### Congestion heat map

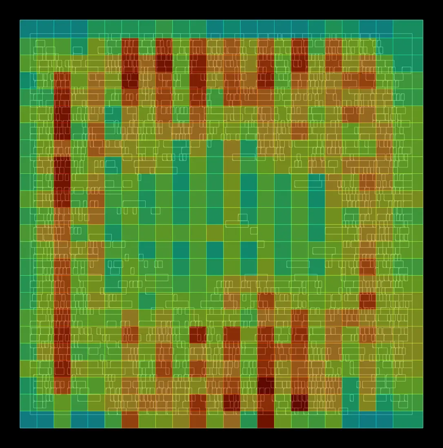
### Sequential cells colored by netlist name

Scale: 2 px per um. Other sequential cells in the stronger gray, the rest of the logic in the fainter gray.
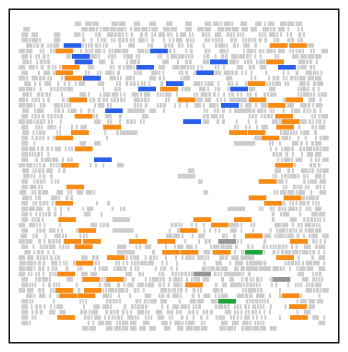
### Local utilization

Scale: 2 px per um. 16 x 17 tiles, from black (low) to pale yellow (high), 0 to 100% covered.
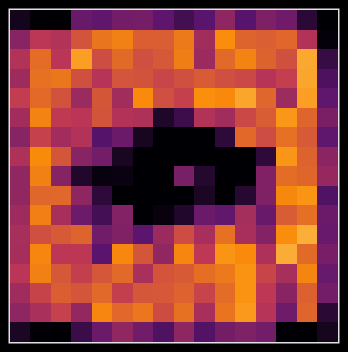
### Sizing map

Scale: 3 px per um.
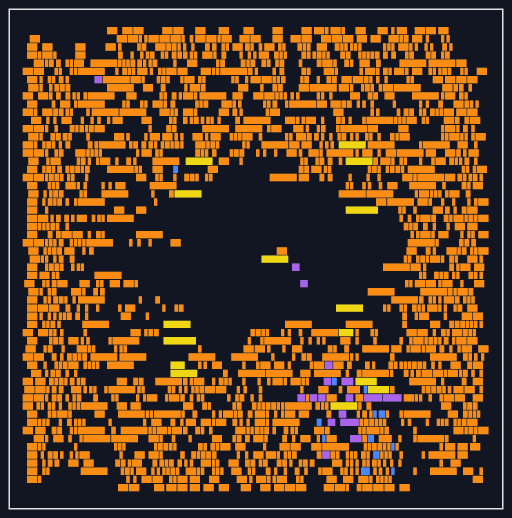
File: src/rtl/chiplib_pri_queue_push_arb.sv
// Round-robin arbiter feeding a one-entry registered push stage for the priority queue.
// Define CHIPLIB_PRI_QUEUE_PUSH_ARB_PRI_AWARE_EN to pick the highest-priority requester instead.
module chiplib_pri_queue_push_arb #(
  parameter int NumReq        = 4,
  parameter int DataWidth     = 64,
  parameter int PriorityWidth = 16,
  localparam int IdxWidth     = (NumReq > 1) ? $clog2(NumReq) : 1
) (
  input  logic                            clk,
  input  logic                            rst,
  input  logic [NumReq-1:0]               req_valid,
  output logic [NumReq-1:0]               req_ready,
  input  logic [NumReq*DataWidth-1:0]     req_data,
  input  logic [NumReq*PriorityWidth-1:0] req_pri,
  output logic                            push_valid,
  input  logic                            push_ready,
  output logic [DataWidth-1:0]            push_data,
  output logic [PriorityWidth-1:0]        push_pri,
  output logic [IdxWidth-1:0]             push_src
);

  logic                     push_valid_q, push_valid_d;
  logic [DataWidth-1:0]     push_data_q, push_data_d;
  logic [PriorityWidth-1:0] push_pri_q, push_pri_d;
  logic [IdxWidth-1:0]      push_src_q, push_src_d;
  logic [IdxWidth-1:0]      rr_ptr_q, rr_ptr_d;

  logic                     load;
  logic                     any_valid;
  logic                     grant_en;
  logic [IdxWidth-1:0]      win_idx;

  logic [DataWidth-1:0]     req_data_arr [NumReq];
  logic [PriorityWidth-1:0] req_pri_arr  [NumReq];

  for (genvar gi = 0; gi < NumReq; gi++) begin : g_unpack
    assign req_data_arr[gi] = req_data[gi*DataWidth +: DataWidth];
    assign req_pri_arr[gi]  = req_pri[gi*PriorityWidth +: PriorityWidth];
  end

  // Scan in round-robin order starting at rr_ptr; the first hit (or first strictly
  // higher priority) wins, so priority ties resolve in round-robin order.
  always_comb begin
    int                       idx;
    logic [IdxWidth-1:0]      cand;
`ifdef CHIPLIB_PRI_QUEUE_PUSH_ARB_PRI_AWARE_EN
    logic [PriorityWidth-1:0] best_pri;
    best_pri  = '0;
`endif
    any_valid = 1'b0;
    win_idx   = '0;
    idx       = 0;
    cand      = '0;
    for (int k = 0; k < NumReq; k++) begin
      idx = int'(rr_ptr_q) + k;
      if (idx >= NumReq) idx = idx - NumReq;
      cand = IdxWidth'(idx);
      if (req_valid[cand]) begin
`ifdef CHIPLIB_PRI_QUEUE_PUSH_ARB_PRI_AWARE_EN
        if (!any_valid || (req_pri_arr[cand] > best_pri)) begin
          any_valid = 1'b1;
          win_idx   = cand;
          best_pri  = req_pri_arr[cand];
        end
`else
        if (!any_valid) begin
          any_valid = 1'b1;
          win_idx   = cand;
        end
`endif
      end
    end
  end

  assign load     = ~push_valid_q | push_ready;
  assign grant_en = load & any_valid & ~rst;

  for (genvar gi = 0; gi < NumReq; gi++) begin : g_ready
    assign req_ready[gi] = grant_en & (win_idx == IdxWidth'(gi));
  end

  always_comb begin
    push_valid_d = push_valid_q;
    push_data_d  = push_data_q;
    push_pri_d   = push_pri_q;
    push_src_d   = push_src_q;
    rr_ptr_d     = rr_ptr_q;
    if (grant_en) begin
      push_valid_d = 1'b1;
      push_data_d  = req_data_arr[win_idx];
      push_pri_d   = req_pri_arr[win_idx];
      push_src_d   = win_idx;
      // Explicit wrap keeps non-power-of-two requester counts correct.
      rr_ptr_d     = (win_idx == IdxWidth'(NumReq - 1)) ? '0 : win_idx + 1'b1;
    end else if (push_valid_q && push_ready) begin
      push_valid_d = 1'b0;
    end
  end

  always_ff @(posedge clk or posedge rst) begin
    if (rst) begin
      push_valid_q <= 1'b0;
      push_data_q  <= '0;
      push_pri_q   <= '0;
      push_src_q   <= '0;
      rr_ptr_q     <= '0;
    end else begin
      push_valid_q <= push_valid_d;
      push_data_q  <= push_data_d;
      push_pri_q   <= push_pri_d;
      push_src_q   <= push_src_d;
      rr_ptr_q     <= rr_ptr_d;
    end
  end

  assign push_valid = push_valid_q;
  assign push_data  = push_data_q;
  assign push_pri   = push_pri_q;
  assign push_src   = push_src_q;

endmodule

File: config.mk
export PLATFORM = sky130hd
export DESIGN_NAME = chiplib_pri_queue_push_arb
export DESIGN_NICKNAME = d
export VERILOG_FILES = /design/src/rtl/chiplib_pri_queue_push_arb.sv
export SDC_FILE = /design/constraint.sdc
export NUM_CORES = 1
export LEC_CHECK = 0
export ABC_AREA = 1
export CAP_MARGIN = 20
export CORE_AREA = 4 4 160 162
export CTS_BUF_LIST = sky130_fd_sc_hd__clkbuf_8 sky130_fd_sc_hd__clkbuf_16
export DETAILED_ROUTE_END_ITERATION = 10
export DIE_AREA = 0 0 164 166
export PLACE_DENSITY_LB_ADDON = 0.3
export SLEW_MARGIN = 15
export SYNTH_ARGS = -nofsm -noshare
export SYNTH_HDL_FRONTEND = slang
export SYNTH_SLANG_ARGS = --single-unit
File: constraint.sdc
create_clock -name clk -period 4.1 [get_ports clk]
set_clock_uncertainty 0.15 [all_clocks]
set_input_delay 0.615 -clock clk [delete_from_list [all_inputs] [get_ports clk]]
set_output_delay 0.615 -clock clk [all_outputs]
set_load 0.005 [all_outputs]
==> Slide: Implementation Results <==
Physical Implementation Snapshot

Synth
  • Number of enable-type register cells in the synthesized netlist: 0
  • Count of different cell masters after synthesis: 20
  • Portion of synthesized cell area occupied by the leading cell type: 0.279
  • Register area share after synthesis: 0.279
  • Top flip-flop cell by instance count after synthesis: sky130_fd_sc_hd__dfrtp_1
  • Area of the mapped netlist: 7640 um^2

Pwr
  • Total power: 10.7 mW

Layout
  • Layout cell share with drive strength beyond 1: 0.0252
  • Number of antenna cells inserted: 0
  • Most common logic cells in the final layout: 522 x sky130_fd_sc_hd__nand2_1, 413 x sky130_fd_sc_hd__clkdlybuf4s50_1, 331 x sky130_fd_sc_hd__inv_1, 329 x sky130_fd_sc_hd__nand3_1, 85 x sky130_fd_sc_hd__dfrtp_1
  • Layout Cells excl Fill: 2067

Clocking
  • CTS H-Tree Depth: 3
  • Count of hold-fix buffers inserted at cts: 0
  • Count of cells resized by post-cts repair: 0
  • Clock net sink count: 85
  • CTS tree: built

Timing
  • Final hold viol count: 0
  • Sum of negative setup slack: 0 ps
  • Slew at the pin closest to its max-slew limit: approximately 950 ps
  • Number of pins exceeding their max-slew limit in the final report: 0

Detailed routing
  • Highest signal layer in the routed design: met4
  • Number of DRC markers after the initial detailed-route iteration: 605

Global routing
  • Met1 Usage GRT: 0.255
  • First-pass GRT wire length: approximately 47 mm

Worst setup path
  • CP Data Arrival Time: around 3000 ps
  • Standard cell with the maximum stage delay on the critical path: sky130_fd_sc_hd__clkdlybuf4s50_1
  • Cells along the critical path: clkdlybuf4s50_1 > inv_1 > nand2_1 > nand3_1 > nand2_2 > ha_1 > inv_1 > nand2_1 > nand2_1 > nand2_1 > nand3_4 > nand2_4 > ha_1 > inv_1 > nor2_1 > clkdlybuf4s50_1
  • Kind of capture point of the worst setup path: output pin
  • Type of origin of the critical path: input pin

Die
  • Initial standard-cell utilization of the core: 0.317

Worst hold path
  • Endpoint with the worst hold slack: push_data[28]$_DFFE_PP0P_

Run status
  • Result of the run: finished clean

Place
  • Worst setup slack after placement: 319 ps
  • Instance count after placement with tap cells included: about 2000
Notes on 'Congestion heat map' above:
GRT Overall Usage: 0.214
average wire per cell in the routed design: 14.6 um
busiest layer in global routing: met2
fraction of met2 tracks used by global routing: 0.362

Notes on 'Sequential cells colored by netlist name' above:
| color | netlist name | placed flops |
|---|---|---|
| blue | push_pri | 16 |
| orange | push_data | 64 |
| green | rr_ptr_q | 2 |

Notes on 'Local utilization' above:
tiles over 75% full: 6.2%
mean over tiles: 43%
nearly empty tiles: 9.9%
fullest tile: 82%
emptiest ninth of the die: center

Notes on 'Sizing map' above:
| color | size | cells |
|---|---|---|
| orange | drive 1 or less | 1699 |
| yellow | drive 6 and up | 15 |
| purple | drive 3 to 4 | 17 |
| blue | drive 2 | 12 |

## layout make-up
| type | instances | area (um^2) | share of cell area |
|---|---|---|---|
| Sequential cell | 85 | 2130 | 0.174 |
| Timing Repair Buffer | 426 | 4260 | 0.349 |
| Clock buffer | 11 | 253 | 0.0207 |
| Inverter | 337 | 1270 | 0.104 |
| Tap cell | 324 | 405 | 0.0332 |
| Multi-Input combinational cell | 879 | 3820 | 0.313 |
| Clock inverter | 5 | 73.8 | 0.00605 |
## cells by family after synthesis
group                      after synthesis  share of synthesized area
and+or+nand+nor                        868                      0.485
DFF                                     85                      0.279
AOI/OAI and AO/OA                        8                    0.00573
buffers and inverters                  425                      0.226
adders and majority gates                3                    0.00492
## state kept, by name, summed over array words and instances (netlist names)
register    cells
push_data      64
push_pri       16
rr_ptr_q        2
push_src        2
push_valid      1
Power figures rest on the tool's default switching activity, not on a simulated workload.
